### config.mk
export PLATFORM = sky130hd
export DESIGN_NAME = apb_desc_master
export DESIGN_NICKNAME = d
export VERILOG_FILES = /design/src/rtl/apb_desc_master.sv
export SDC_FILE = /design/constraint.sdc
export NUM_CORES = 1
export LEC_CHECK = 0
export ABC_AREA = 0
export CAP_MARGIN = 40
export CELL_PAD_IN_SITES_DETAIL_PLACEMENT = 0
export CELL_PAD_IN_SITES_GLOBAL_PLACEMENT = 1
export CORE_MARGIN = 2
export CORE_UTILIZATION = 25
export DETAILED_ROUTE_END_ITERATION = 8
export GPL_TIMING_DRIVEN = 1
export PLACE_DENSITY = 0.65
export SLEW_MARGIN = 25
export SYNTH_ARGS = -nofsm -noshare
export SYNTH_HDL_FRONTEND = slang
export SYNTH_SLANG_ARGS = --single-unit
### constraint.sdc
create_clock -name clk -period 2.9 [get_ports clk]
set_input_delay 0.58 -clock clk [delete_from_list [all_inputs] [get_ports clk]]
set_output_delay 0.58 -clock clk [all_outputs]
set_load 0.005 [all_outputs]
### src/rtl/apb_desc_master.sv
// Descriptor-driven APB master: fetches 2-byte descriptors from a byte-wide memory,
// issues one APB transfer per descriptor and writes read data back into the descriptor.
module apb_desc_master #(
  parameter int MEM_AW  = 8,
  parameter int DW      = 8,
  parameter int PAW     = 7,
  parameter int TIMEOUT = 16
) (
  input  logic              clk,
  input  logic              rst,
  input  logic              start,
  input  logic [MEM_AW-1:0] base_addr,
  input  logic [7:0]        count,
  output logic              busy,
  output logic              done,
  output logic              error,
  output logic [7:0]        err_index,
  output logic              mem_read,
  output logic [MEM_AW-1:0] mem_read_addr,
  input  logic [DW-1:0]     mem_read_data,
  output logic              mem_write,
  output logic [MEM_AW-1:0] mem_write_addr,
  output logic [DW-1:0]     mem_write_data,
  output logic [PAW-1:0]    paddr,
  output logic              psel,
  output logic              penable,
  output logic              pwrite,
  output logic [DW-1:0]     pwdata,
  input  logic [DW-1:0]     prdata,
  input  logic              pready,
  input  logic              pslverr
);

  localparam int TW = $clog2(TIMEOUT + 1);

  localparam logic [3:0] S_IDLE    = 4'd0;
  localparam logic [3:0] S_RD_CTRL = 4'd1;
  localparam logic [3:0] S_WT_CTRL = 4'd2;
  localparam logic [3:0] S_RD_DATA = 4'd3;
  localparam logic [3:0] S_WT_DATA = 4'd4;
  localparam logic [3:0] S_SETUP   = 4'd5;
  localparam logic [3:0] S_ACCESS  = 4'd6;
  localparam logic [3:0] S_WB      = 4'd7;
  localparam logic [3:0] S_NEXT    = 4'd8;

  typedef struct packed {
    logic           wr;
    logic [PAW-1:0] addr;
    logic [DW-1:0]  data;
  } desc_t;

  logic [3:0]        state;
  logic [7:0]        idx, last_idx;
  logic [MEM_AW-1:0] cur_addr;
  desc_t             desc;
  logic [DW-1:0]     rdata_q;
  logic [TW-1:0]     timer;
  logic              done_q;
  logic              last;

  assign last = (idx == last_idx);

  always_ff @(posedge clk) begin
    if (rst) begin
      state     <= S_IDLE;
      idx       <= '0;
      last_idx  <= '0;
      cur_addr  <= '0;
      desc      <= '0;
      rdata_q   <= '0;
      timer     <= '0;
      error     <= 1'b0;
      err_index <= '0;
      done_q    <= 1'b0;
    end else begin
      done_q <= 1'b0;
      case (state)
        S_IDLE: if (start) begin
          if (count != 8'd0) begin
            state     <= S_RD_CTRL;
            idx       <= '0;
            last_idx  <= count - 8'd1;
            cur_addr  <= base_addr;
            error     <= 1'b0;
            err_index <= '0;
          end else begin
            done_q <= 1'b1;
          end
        end
        S_RD_CTRL: state <= S_WT_CTRL;
        S_WT_CTRL: begin
          desc.wr   <= mem_read_data[DW-1];
          desc.addr <= mem_read_data[PAW-1:0];
          state     <= S_RD_DATA;
        end
        S_RD_DATA: state <= S_WT_DATA;
        S_WT_DATA: begin
          desc.data <= mem_read_data;
          state     <= S_SETUP;
        end
        S_SETUP: begin
          timer <= '0;
          state <= S_ACCESS;
        end
        S_ACCESS: begin
          if (pready) begin
            timer <= '0;
            if (pslverr) begin
              error     <= 1'b1;
              err_index <= idx;
              done_q    <= 1'b1;
              state     <= S_IDLE;
            end else if (!desc.wr) begin
              rdata_q <= prdata;
              state   <= S_WB;
            end else begin
              state <= S_NEXT;
            end
          end else if (timer == TW'(TIMEOUT - 1)) begin
            // Timeout aborts exactly like a slave error.
            error     <= 1'b1;
            err_index <= idx;
            done_q    <= 1'b1;
            state     <= S_IDLE;
          end else begin
            timer <= timer + TW'(1);
          end
        end
        S_WB: state <= S_NEXT;
        S_NEXT: begin
          if (last) begin
            state <= S_IDLE;
          end else begin
            idx      <= idx + 8'd1;
            cur_addr <= cur_addr + MEM_AW'(2);
            state    <= S_RD_CTRL;
          end
        end
        default: state <= S_IDLE;
      endcase
    end
  end

  // Outputs decode from state so reset drops the bus on the same edge.
  assign busy           = (state != S_IDLE);
  assign done           = done_q | ((state == S_NEXT) && last);
  assign mem_read       = (state == S_RD_CTRL) || (state == S_RD_DATA);
  assign mem_read_addr  = (state == S_RD_CTRL) ? cur_addr :
                          (state == S_RD_DATA) ? cur_addr + MEM_AW'(1) : '0;
  assign mem_write      = (state == S_WB);
  assign mem_write_addr = mem_write ? cur_addr + MEM_AW'(1) : '0;
  assign mem_write_data = mem_write ? rdata_q : '0;
  assign psel           = (state == S_SETUP) || (state == S_ACCESS);
  assign penable        = (state == S_ACCESS);
  assign paddr          = psel ? desc.addr : '0;
  assign pwrite         = psel ? desc.wr : 1'b0;
  assign pwdata         = psel ? desc.data : '0;

endmodule

### The metal 1 layer, run 1

Scale: 3 px per um. Supply wires on this layer in gray.
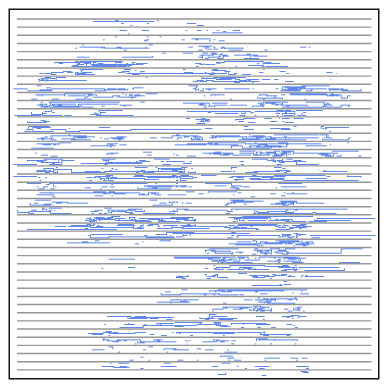
wire length on this layer	4580 um
share of all routed wire	45%
longest straight run	38.6 um
nets with wire on the layer	524
Post-Route WL: 10150 um
total vias in the final route: 3396
met1 track demand over resource: 17.48%

### Metal 2, run 1

Scale: 2 px per um.
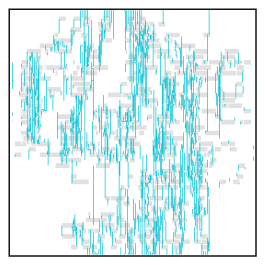
wire length on this layer	4950 um
longest straight run	42.8 um
nets with wire on the layer	490
main direction	vertical
share of all routed wire	49%

==> Table 3: Implementation characteristics, run 1 <==
Table: implementation figures

Parameter                              Value

Power and ir drop
  Total combinational power    roughly 580 uW
  Part of the power in registers    roughly two fifths
  Power density cells    approximately 540 nW/um2
  Net switching power    794.7 uW
  Reported sequential group power    about 1100 uW

Clock network
  Number of buffers created by CTS    9
  CTS hold repair buffers    0
  Clock transition at the registers of the reported paths    0.05 ns
  CTS HTree Levels    3
  Clock buffer depth    2
  Root buf cell    sky130_fd_sc_hd__clkbuf_16

Global route
  Pin count of the biggest net entering global routing    34
  GRT met3 Usage    under 10%
  Antenna violations before repair    0

Drt
  Initial DRT Pass Iterations    5
  Violation count after the first detailed-route iteration    192
  Sum of met2 wire segment lengths after detailed routing    ~5000 um
  Number of design rule violations left after detail routing    0
  Sum of routed wire segments on met1    approximately 4600 um

Setup path
  CP peak stage delay    0.53 ns
  Reg-to-reg setup timing slack    0.73 ns
  Critical path class    reg2out
  Required time of the worst setup path    ~2.3 ns
  Timing startpoint of the critical path    cur_addr[2]$_SDFFE_PP0P_
  Top fanout value on the critical path    5
  Levels on crit path    7
  Worst EP arrival    ~2.2 ns
  CP Capture Type    output pin
  Critical path, cell by cell    ha_2, and3_4, and3_2, nand3_1, xor2_1, nor2_1, clkdlybuf4s50_1

Finish
  Flop share of the area    26.65%
  Multi-input logic cell count    around 340
  Share of final layout cell area taken by non-clock buffers    20.89%
  Dominant logic cell types in the final layout    sky130_fd_sc_hd__clkdlybuf4s50_1 (89), sky130_fd_sc_hd__dfxtp_1 (67), sky130_fd_sc_hd__nand2_1 (54), sky130_fd_sc_hd__nor2_1 (54), sky130_fd_sc_hd__a21oi_1 (37)
  Nets@finish    just under 600
  Layout sequential cell count    around 67
  Number of fill cells    between 1k and 1.5k
  Fraction of area in multi-input gates    41.20%

Synth
  Post-synth tally of flip-flops with integrated enable    0
  Floorplan Nets    about 480
  Number of distinct library cell variants in the gate-level netlist after synthesis    47
  Flops out of synthesis    ~67
  Seq share, synth    a little under two fifths
  Total number of yosys warnings    0

Floorplan
  Die outline width    122.7 um
  Number of placement rows    around 43
  Well-tap cell count    about 180
  DIE HEIGHT    122.7 um
  Starting density of the core    25.46%

Status
  Status    completed

Timing
  Final number of hold-violating endpoints    0
  Worst-case clock skew    between 0.008 and 0.009 ns

Worst hold path
  WHS Path Cells    2
  Worst min-delay path category    reg2reg

Placed design
  Final RePlAce weighted congestion    roughly 0.8
  Input/output buffers    a little over 90
### Signal wires on met3, run 1

Scale: 3 px per um.
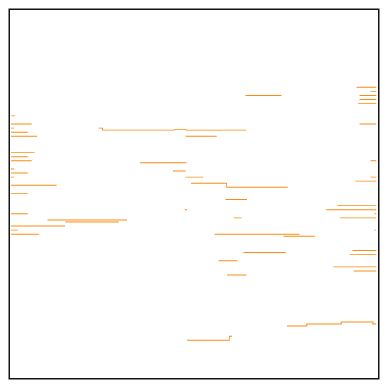
longest straight run	28.1 um
wire length on this layer	515 um

run 1: cell usage after synthesis (all sizes together), types with 7 or more instances:
cell / number / area, um2
o21ai: 8 / 40.04
a211oi: 9 / 67.56
nand3: 12 / 60.06
a22o: 8 / 70.07
mux2i: 11 / 110.1
ha: 7 / 87.58
nand2: 54 / 202.7
nor3: 7 / 35.03
and2: 26 / 162.7
nor2: 54 / 202.7
a21oi: 39 / 198.9
nand2b: 11 / 68.82
dfxtp: 67 / 1341
inv: 13 / 48.80
xnor2: 20 / 175.2
clkbuf: 17 / 63.81
run 1: stage by stage:
| stage | setup slack [ns] | std cells |
|---|---|---|
| floorplan | 0.5445 | 438 |
| finish | 0.1280 | 720 |
| detailed placement | 0.04391 | 705 |
| global placement | 0.07179 | 705 |
| global route | -0.01375 | 720 |
| CTS | 0.02355 | 720 |
### Placement view, run 1

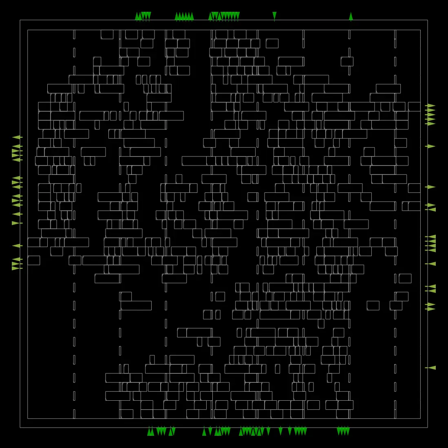

## Run 2: what changed since run 1
--- a/config.mk
+++ b/config.mk
@@ -13,7 +13,7 @@
 export CORE_UTILIZATION = 25
 export DETAILED_ROUTE_END_ITERATION = 8
 export GPL_TIMING_DRIVEN = 1
-export PLACE_DENSITY = 0.65
+export PLACE_DENSITY_LB_ADDON = 0.1
 export SLEW_MARGIN = 25
 export SYNTH_ARGS = -nofsm -noshare
 export SYNTH_HDL_FRONTEND = slang
### Placement view, run 2

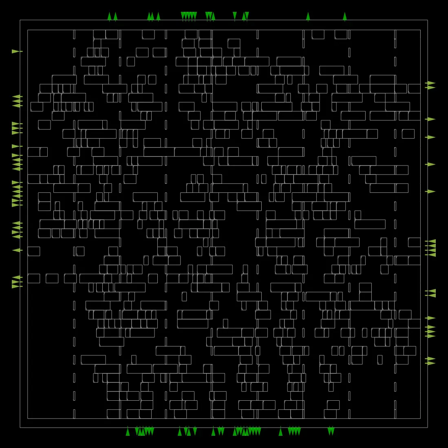
final cell count without fillers: 724
core area: 13830 um2
well-tap cell count: 180
layout sequential cell count: 67

==> run 2 against run 1 <==
Sequential share of layout area grew 0.17 points. Utilization shrank 0.14 points. Register-to-register slack gained 0.02 ns. Critical endpoint unchanged. Highest routed layer unchanged.
==> Table 3: Implementation characteristics, run 2 <==
Table: implementation figures

Parameter                              Value

Status
  Status    completed

Floorplan
  Die outline width    122.7 um (unchanged)
  Number of placement rows    43 (unchanged)
  Starting density of the core    25.46% (unchanged)

Synth
  Seq share, synth    38.10% (unchanged)
  Number of distinct library cell variants in the gate-level netlist after synthesis    47 (unchanged)
  Post-synth tally of flip-flops with integrated enable    0 (unchanged)
  Flops out of synthesis    67 (unchanged)
  Total number of yosys warnings    0 (unchanged)
  Floorplan Nets    482 (unchanged)
  Share of the synthesized area in the top cell type    38.10% (unchanged)
  Leading post-synthesis cells by instance count    sky130_fd_sc_hd__dfxtp_1 (67), sky130_fd_sc_hd__nand2_1 (54), sky130_fd_sc_hd__nor2_1 (54)
  Largest cells by area after synthesis    sky130_fd_sc_hd__dfxtp_1 (38%), sky130_fd_sc_hd__nand2_1 (5.8%), sky130_fd_sc_hd__nor2_1 (5.8%)
  Cell type contributing the most total cell area after synthesis    sky130_fd_sc_hd__dfxtp_1
  Synth top cell by count    sky130_fd_sc_hd__dfxtp_1

Finish
  Multi-input logic cell count    335 (unchanged)
  Fraction of area in multi-input gates    40.98% (-0.22 points)
  Nets@finish    584 (+0.69%)
  Number of fill cells    1419 (+0.21%)
  Share of final layout cell area taken by non-clock buffers    21.51% (+0.63 points)

Placed design
  Input/output buffers    91 (unchanged)
  Pre-CTS worst setup slack    0.04279 ns (-0.001127 ns)
  Final RePlAce weighted congestion    0.7681 (-6.7%)

Power and ir drop
  Power density cells    522.5 nW/um2 (-3.0%)
  Net switching power    767.9 uW (-3.4%)
  Total combinational power    578 uW (about the same)

Worst hold path
  Worst min-delay path category    reg2reg

Setup path
  Required time of the worst setup path    2.32 ns (about the same)
  Reg-to-reg setup timing slack    0.75 ns (+0.02 ns)
  Critical path class    reg2out
  CP peak stage delay    0.52 ns (about the same)
  Critical path, cell by cell    ha_1, and3_4, and3_2, nand3_1, xor2_1, nor2_1, clkdlybuf4s50_1

Drt
  Number of design rule violations left after detail routing    0 (unchanged)
  Sum of routed wire segments on met1    4923 um (+7.4%)

Clock network
  Root buf cell    sky130_fd_sc_hd__clkbuf_16
  Number of buffers created by CTS    9 (unchanged)

Global route
  GRT met3 Usage    5.297% (+1.9 points)
  Antenna violations before repair    0 (unchanged)

Timing
  Worst-case clock skew    0.005438 ns (-0.003037 ns)
## run 2: cell counts after synthesis
Identical to the previous run, type by type.
## run 2: cell families (layout without fill, tap and decap cells)
| group | count (synthesis) | after routing |
|---|---|---|
| simple gates | 201 | 201 |
| compound gates | 90 | 90 |
| flops | 67 | 67 |
| buf+inv | 36 | 142 |
| xor+xnor | 26 | 26 |
| mux | 11 | 11 |
| fa+ha+maj | 7 | 7 |
## run 2: worst reg2reg max path: stages (launching register included)
cell and delay (ns):
sky130_fd_sc_hd__dfxtp_1 0.48, sky130_fd_sc_hd__inv_1 0.17, sky130_fd_sc_hd__nor4_4 0.35, sky130_fd_sc_hd__buf_4 0.23, sky130_fd_sc_hd__o21a_1 0.27, sky130_fd_sc_hd__nor2_1 0.16
sky130_fd_sc_hd__a2111oi_0 0.40
## Run 3: what changed since run 2
--- a/config.mk
+++ b/config.mk
@@ -12,6 +12,7 @@
 export CORE_MARGIN = 2
 export CORE_UTILIZATION = 25
 export DETAILED_ROUTE_END_ITERATION = 8
+export GPL_ROUTABILITY_DRIVEN = 0
 export GPL_TIMING_DRIVEN = 1
 export PLACE_DENSITY_LB_ADDON = 0.1
 export SLEW_MARGIN = 25
### Signal wires on met3, run 3

Scale: 3 px per um.
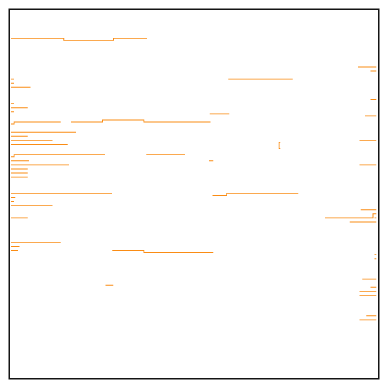
main direction	horizontal
share of all routed wire	5.1%
nets with wire on the layer	47
wire length on this layer	521 um
Post-Route WL: 10300 um
total vias in the final route: 3350
GRT met3 Usage: 5.297%

==> run 3 against run 2 <==
Sequential share of layout area stayed put. Critical endpoint unchanged. Synthesized cell count did not move. Clock skew unchanged. Die size unchanged. Setup slack unchanged. Area after synthesis unchanged. Utilization is the same. Hold slack unchanged. Critical path depth stayed put. First-iteration DRC count stayed put.
==> Table 3: Implementation characteristics, run 3 <==
Table: implementation figures

Parameter                              Value

Placed design
  Pre-CTS worst setup slack    0.04279 ns (unchanged)
  Input/output buffers    91 (unchanged)

Setup path
  Slowest stage cell on the critical path    sky130_fd_sc_hd__clkdlybuf4s50_1
  CP peak stage delay    0.52 ns (about the same)
  Destination of the critical timing path    mem_read_addr[7]
  Critical path, cell by cell    ha_1, and3_4, and3_2, nand3_1, xor2_1, nor2_1, clkdlybuf4s50_1
  Levels on crit path    7
  Required time of the worst setup path    2.32 ns (about the same)
  Crit path buffers/inverters    1
  Critical path class    reg2out
  Reg-to-reg setup timing slack    0.75 ns (about the same)
  Reg-to-reg startpoint    state[3]$_SDFFE_PP0P_
  Timing startpoint of the critical path    cur_addr[1]$_SDFFE_PP0P_
  Worst flop-to-flop path endpoint    cur_addr[5]$_SDFFE_PP0P_

Floorplan
  Die outline width    122.7 um (unchanged)
  Core area    13830 um2 (unchanged)
  # IOs    between 90 and 100
  Number of placement rows    43 (unchanged)
  DIE HEIGHT    between 100 and 150 um
  Starting density of the core    25.46% (unchanged)

Finish
  Number of fill cells    1419 (unchanged)
  Nets@finish    584 (unchanged)
  Final cell count without fillers    724 (unchanged)

Global route
  Antenna violations before repair    0 (unchanged)
  Pin count of the biggest net entering global routing    38

Clock network
  Root buf cell    sky130_fd_sc_hd__clkbuf_16
  Number of buffers created by CTS    9 (unchanged)
  Clock tree from TritonCTS    yes
  Clock transition at the registers of the reported paths    ~0.05 ns
  Setup bufs post-CTS    0

Synth
  Seq share, synth    38.10% (unchanged)
  Synth top cell by count    sky130_fd_sc_hd__dfxtp_1
  Flops out of synthesis    67 (unchanged)
  Largest cells by area after synthesis    sky130_fd_sc_hd__dfxtp_1 (38%), sky130_fd_sc_hd__nand2_1 (5.8%), sky130_fd_sc_hd__nor2_1 (5.8%)
  Floorplan Nets    482 (unchanged)
  Number of distinct library cell variants in the gate-level netlist after synthesis    47 (unchanged)
  Post-synth tally of flip-flops with integrated enable    0 (unchanged)
  Leading post-synthesis cells by instance count    sky130_fd_sc_hd__dfxtp_1 (67), sky130_fd_sc_hd__nand2_1 (54), sky130_fd_sc_hd__nor2_1 (54)
  Cell type contributing the most total cell area after synthesis    sky130_fd_sc_hd__dfxtp_1
  Netlist Area Pre-Place    roughly 3500 um2
  Area fraction in mux cells    under 10%
  Total number of yosys warnings    0 (unchanged)
  Share of the synthesized area in the top cell type    38.10% (unchanged)

Power and ir drop
  Power density cells    522.5 nW/um2 (unchanged)

Run
  Number of warnings in the stage logs    27
  Max Cap Viol    0

Timing
  Worst-case setup margin in the final layout    ~0.13 ns
  Final setup TNS    0 ns
  Slew of the pin with the lowest slew margin    0.7199 ns
  Number of slew-limit violations in the final report    0
  Slew headroom    52.01%
  Worst-case clock skew    0.005438 ns (unchanged)

Drt
  Number of design rule violations left after detail routing    0 (unchanged)
  Vias per cell    about 4.6

Worst hold path
  Min-Delay Endpoint    error$_SDFFE_PP0P_
  Worst min-delay path category    reg2reg

Status
  Status    completed
run 3: per-layer routing:
layer | vias up | wire length [um]
li1 | 1725 | -
met1 | 1560 | 4923
met2 | 58 | 4770
met3 | 7 | 520
met4 | 0 | 85
met5 | - | 0
run 3: final cells by class:
cell class                 count  area [um2]  area share, %
clock buffer                  12       246.5          4.916
clock inverter                 3       15.01         0.2995
inverter                      13       48.80         0.9733
multi-input combinational    335        2054          40.98
sequential                    67        1345          26.83
tap                          180       225.2          4.492
timing repair buffer         114        1079          21.51
run 3: timing repair:
action	CTS	global route
gates resized	1	3
endpoints found under the hold margin	0	0
setup endpoints to repair	2	3
run 3: where the power goes:
part / internal [uW] / switching (uW) / total [uW]
clock network: 593 / 392 / 984
registers: 987 / 69.4 / 1060
logic: 272 / 307 / 578

==> gallery <==
Pin map.
Scale: 3 px per um. Pins as bars across the die edge, other pins in gray.
shot_01.png
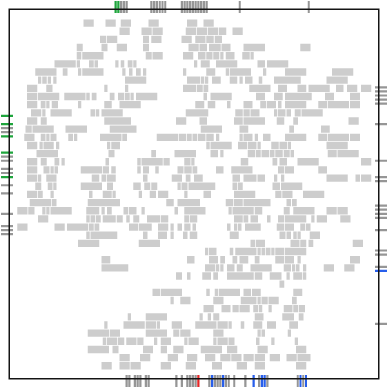
shot_02.png
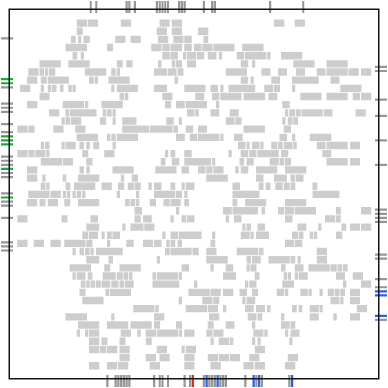
shot_01.png -> run 1
shot_02.png -> run 3

Key to shot_01.png:
color	port	pins	direction	edge
green	paddr	7	output	5 west, 2 north
red	mem_read	1	output	south
blue	mem_read_addr	8	output	7 south, 1 east

Power is estimated from default activity; no workload was simulated.
